==> config.mk <==
export PLATFORM = sky130hd
export DESIGN_NAME = pipelined_comparator_flat
export DESIGN_NICKNAME = d
export VERILOG_FILES = /design/src/rtl/pipelined_comparator_if.sv /design/src/rtl/pipelined_comparator.sv /design/src/flat_wrapper.sv
export SDC_FILE = /design/constraint.sdc
export NUM_CORES = 1
export LEC_CHECK = 0
export ABC_AREA = 1
export CAP_MARGIN = 20
export CORE_ASPECT_RATIO = 0.7
export CORE_MARGIN = 8
export CORE_UTILIZATION = 46
export CTS_BUF_LIST = sky130_fd_sc_hd__clkbuf_4 sky130_fd_sc_hd__clkbuf_8 sky130_fd_sc_hd__clkbuf_16
export DETAILED_ROUTE_END_ITERATION = 8
export PLACE_DENSITY = 0.86
export SLEW_MARGIN = 40
export SYNTH_ARGS = -nofsm -noshare
export SYNTH_HDL_FRONTEND = slang
export SYNTH_SLANG_ARGS = --single-unit
==> constraint.sdc <==
create_clock -name clk_i -period 1.4 [get_ports clk_i]
set_clock_uncertainty 0.2 [all_clocks]
set_input_delay 0.28 -clock clk_i [delete_from_list [all_inputs] [get_ports clk_i]]
set_output_delay 0.28 -clock clk_i [all_outputs]
set_load 0.005 [all_outputs]
run_1/m1.png
Bar = 50 um.
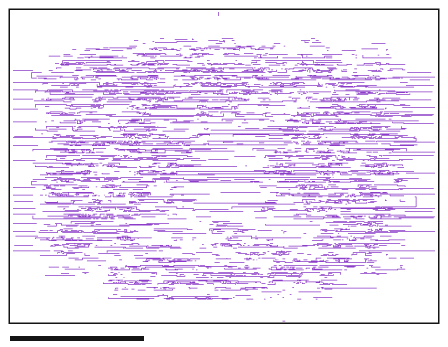
share of all routed wire: 45%
main direction: horizontal
wire length on this layer: 9950 um
WL final: 22.3 mm
vias: 6807

run_1/m2.png
Bar = 50 um. Cells faint in the background.
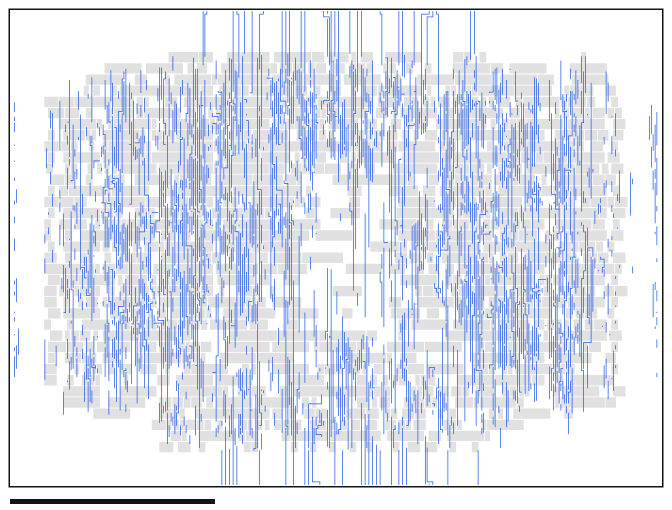
nets with wire on the layer: 985
longest straight run: 49.8 um
met2 Use GR: 36.8%

run_1/m3.png
Bar = 50 um. Cells faint in the background.
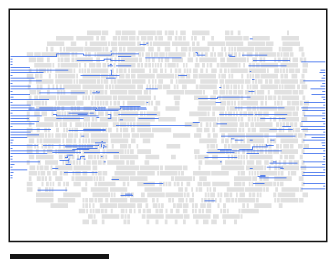
share of all routed wire: 7.6%
nets with wire on the layer: 166
met3 usage: 6.27%

run_1/m4.png
Bar = 50 um.
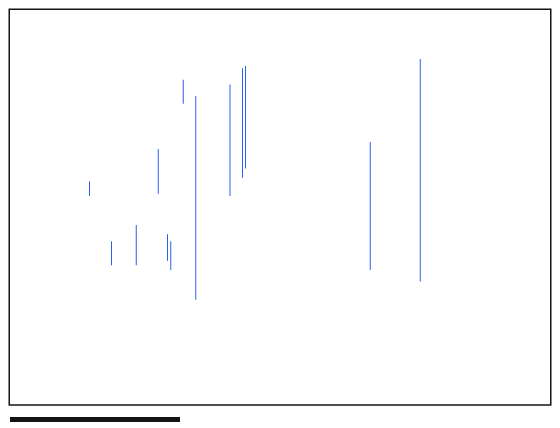
wire length on this layer: 315 um
main direction: vertical
nets with wire on the layer: 12

==> results.txt, run 1 <==
yosys + openroad results -> Final Non-Filler Cells=1297, Final WS setup=-0.211 ns, Top FF cell, synth=dfrtp_1, vias in the first global route=6702, Layout Nets=1166, Max-Cap Viols=0, antenna violations before repair=1, pin count of the biggest net entering global routing=45, worst endpoint data arrival time=1.13 ns, floorplan row count=36, clk_lat worst skew=0.43 ns, Mapped Cells=850, hold depth=3, Core Area=14000 um^2, Synth top area share=54.2%, outcome=complete, but fails checks, global route total overflow=0, Synth flops=143, Die X=159 um, CP Launch Type=flip-flop, min Tclk post-route=1.61 ns, Top cell excl fill/tap=nand2_1, PortBufs=145, synthesized chip area reported by yosys=6610 um^2, via/cell ratio=5.25, worst slew pin tran=0.473 ns, Req. time, crit path=0.92 ns, violated checks=setup timing, setup violators final=210, Final Util=72.9%, Final Max Tran Viols=0, Syn Area/Cell=7.77 um^2, clk sinks=143, share of cells above drive strength 1=32.9%, Inst Count DP=1213, Area contributors post-synth=dfrtp_1 (54%), nand2_1 (15%), a21oi_1 (10%), nor2_1 (5.1%), o21ai_1 (4.6%), distinct lib cells=22, Lkg Pwr=0.00498 uW, Critical Path Fanout Max=2, Synth area leader=dfrtp_1, register-to-register setup slack=-0.18 ns, clock tree buffer depth=2, drt wl/cell=17.2 um, # IOs=146
==> run 1: layer usage <==
layer | global-route usage [%] | up-vias | share of wire, %
met5 | 0 | - | 0
met2 | 36.8 | 288 | 46
met4 | 6.83 | 0 | 1.4
met3 | 6.27 | 33 | 7.6
met1 | 29.5 | 3275 | 45
li1 | - | 3211 | -
==> run 1: repair_timing <==
item                                   CTS  global route
gates cloned                             6             8
pin swaps                               44            13
gates resized                          433            86
hold buffers                             1             1
setup endpoints to repair              180           216
endpoints found under the hold margin  143             1
setup buffers                           31             6
==> run 1: cell families after synthesis <==
group	Yosys count	share of synthesized area [%]
xor gates and xnor gates	2	0.265
DFF	143	54.2
and+or+nand+nor	383	22.7
buffers and inverters	113	6.74
AOI/OAI and AO/OA	209	16.2
==> run 1: worst max-delay path: stages (launching register included) <==
cell,delay (ns)
dfrtp_1,0.36
inv_2,0.05
nor2_4,0.12
inv_4,0.07
buf_6,0.11
==> run 1: cell type report <==
cell class,instances,area (um^2)
antenna,1,2.50
clock buffer,18,433
clock inverter,14,183
fill,1015,3780
inverter,69,263
multi-input combinational,594,3000
sequential,143,3580
tap,190,238
timing repair buffer,268,2480
==> run 1: metrics by stage <==
step	worst slack, ns	setup TNS (ns)	power (uW)
2_1_floorplan	0.000521	0	7280
3_3_place_gp	-0.692	-50.34	9580
3_5_place_dp	-0.720	-52.14	9710
4_1_cts	-0.186	-14.89	14400
5_1_grt	-0.257	-28.49	15700
6_report	-0.211	-17.35	14900
==> run 1: where the power goes <==
| part | internal, uW | leakage [uW] | total [uW] | switching, uW |
|---|---|---|---|---|
| Clock | 2860 | 0.000297 | 4780 | 1930 |
| Combinational | 2160 | 0.00299 | 4480 | 2320 |
| Sequential | 5020 | 0.00169 | 5680 | 660 |
==> inputs of run 2 (changes only) <==
--- a/config.mk
+++ b/config.mk
@@ -11,8 +11,9 @@
 export CORE_MARGIN = 8
 export CORE_UTILIZATION = 46
 export CTS_BUF_LIST = sky130_fd_sc_hd__clkbuf_4 sky130_fd_sc_hd__clkbuf_8 sky130_fd_sc_hd__clkbuf_16
+export CTS_CLUSTER_DIAMETER = 50
 export DETAILED_ROUTE_END_ITERATION = 8
-export PLACE_DENSITY = 0.86
+export PLACE_DENSITY = 0.81
 export SLEW_MARGIN = 40
 export SYNTH_ARGS = -nofsm -noshare
 export SYNTH_HDL_FRONTEND = slang
run_2/m3.png
Bar = 50 um. Cells faint in the background.
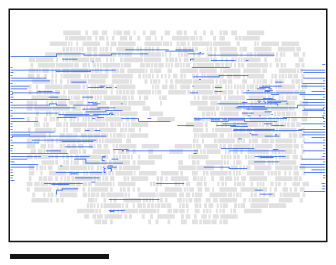
wire length on this layer: 2050 um
nets with wire on the layer: 159
main direction: horizontal
share of all routed wire: 9.3%
WL final: 21.9 mm
met3 usage: 7.43%
vias: 6847

run_2/m1.png
Bar = 50 um.
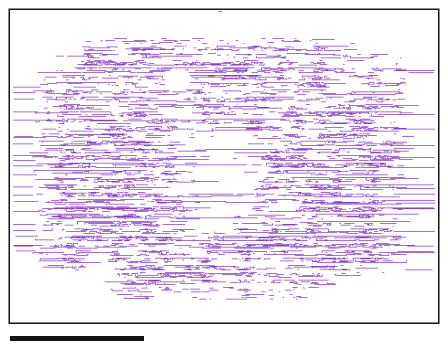
share of all routed wire: 42%
longest straight run: 38.2 um
met1 usage: 29.0%

==> run 2 against run 1 <==
Effect of this change:
- the flow finishes with violations (hold timing, setup timing)
- sequential share of layout area rose by 1.3 points
- critical path depth is the same
- die size unchanged
- sequential cell count unchanged
- synthesized area unchanged
- core utilization down 2.6 points
- power is 0.19% higher
- register-to-register slack improved by 0.05 ns
- worst setup slack better by 0.041 ns
- count of clock-buffer cells in the layout rose by 1
- via count up 0.59%
- final cell count grew 0.23%
- critical path type unchanged
- critical endpoint unchanged
- highest routed layer is now met5
==> results.txt, run 2 <==
yosys + openroad results -> PortBufs=145 (unchanged), Die X=159 um (unchanged), global route total overflow=0 (unchanged), vias in the first global route=6993 (was 6702), Lkg Pwr=0.00494 uW (was 0.00498 uW), outcome=complete, but fails checks (unchanged), Net Sw Frac=30.9% (was 32.8%), Final WS setup=-0.170 ns (was -0.211 ns), setup violators final=173 (was 210), Req. time, crit path=0.92 ns (about the same), # fillers=1061 (was 1015), CP Launch Type=flip-flop (unchanged), violated checks=hold timing, setup timing (was setup timing), Place WS=-0.707 ns (was -0.720 ns), floorplan row count=36 (unchanged), worst endpoint data arrival time=1.09 ns (was 1.13 ns), distinct lib cells=22 (unchanged), # IOs=146 (unchanged), Synth flops=143 (unchanged), Mapped Cells=850 (unchanged), clock tree buffer depth=2 (unchanged), hold depth=3 (unchanged), clk_lat worst skew=0.42 ns (was 0.43 ns), drt wl/cell=16.9 um (was 17.2 um), Critical Path Fanout Max=2 (unchanged), pin count of the biggest net entering global routing=56 (was 45), Flop pwr share=37.7% (was 38.0%), Final Util=70.3% (was 72.9%), Hold Fails Final Rpt=1 (was 0), Area contributors post-synth=dfrtp_1 (54%), nand2_1 (15%), a21oi_1 (10%), nor2_1 (5.1%), o21ai_1 (4.6%) (unchanged), synthesized chip area reported by yosys=6610 um^2 (unchanged), hold_ws=-0.0000810 ns (was 0.0489 ns), Layout Nets=1166 (unchanged), Top FF cell, synth=dfrtp_1 (unchanged), Clock Power Share=35.0% (was 32.0%), register-to-register setup slack=-0.13 ns (was -0.18 ns), share of cells above drive strength 1=28.7% (was 32.9%), Top cell excl fill/tap=nand2_1 (unchanged), Syn Area/Cell=7.77 um^2 (unchanged)
[run 2: per-stage QoR]
stage	area [um^2]	hold slack [ns]	std cells
finish	9820	-0.0000810	1300
global route	9820	0.0414	1299
CTS	9670	0.0503	1292
detailed placement	8720	-0.0208	1207
global placement	8720	-0.0279	1207
floorplan	6630	-0.216	850
[run 2: what timing repair did]
item	4_1_cts	5_1_grt
hold buffers	1	1
gates cloned	3	2
endpoints found under the setup margin	215	216
setup buffers	49	1
endpoints found under the hold margin	143	1
pin swaps	47	13
gates resized	423	32
[run 2: layout make-up]
type | instances | area (um^2) | area share, %
Timing Repair Buffer | 268 | 2230 | 22.7
Tap cell | 190 | 238 | 2.42
Multi-Input combinational cell | 594 | 2830 | 28.8
Clock inverter | 13 | 233 | 2.37
Clock buffer | 19 | 440 | 4.48
Inverter | 69 | 260 | 2.65
Antenna cell | 4 | 10.0 | 0.102
Sequential cell | 143 | 3580 | 36.4
[run 2: critical path, cell delays in order (launching register included)]
cell and delay, ns:
dfrtp_1 0.36, inv_2 0.05, nor2_4 0.10, inv_2 0.05
buf_6 0.11
[run 2: logic make-up after synthesis]
kind of cell / share of synthesized area, %
xor gates and xnor gates: 0.265
buffers and inverters: 6.74
DFF: 54.2
and+or+nand+nor: 22.7
AOI/OAI and AO/OA: 16.2
[run 2: power groups by stage]
stage	Clock [uW]	Combinational [uW]	Sequential [uW]
after floorplan	0	1670	5610
after global placement	0	3870	5680
after detailed placement	0	3970	5700
after CTS	5260	3970	5610
after global routing	5450	4510	5740
final	5240	4090	5650
[run 2: layer usage]
layer	track usage (%)	up-vias	wire length [um]
li1	-	3209	-
met2	37.4	325	10200
met1	29.0	3259	9310
met5	0	-	14
met4	7.58	2	345
met3	7.43	52	2050
No activity file was given, so power comes from the tool's default toggle rates.
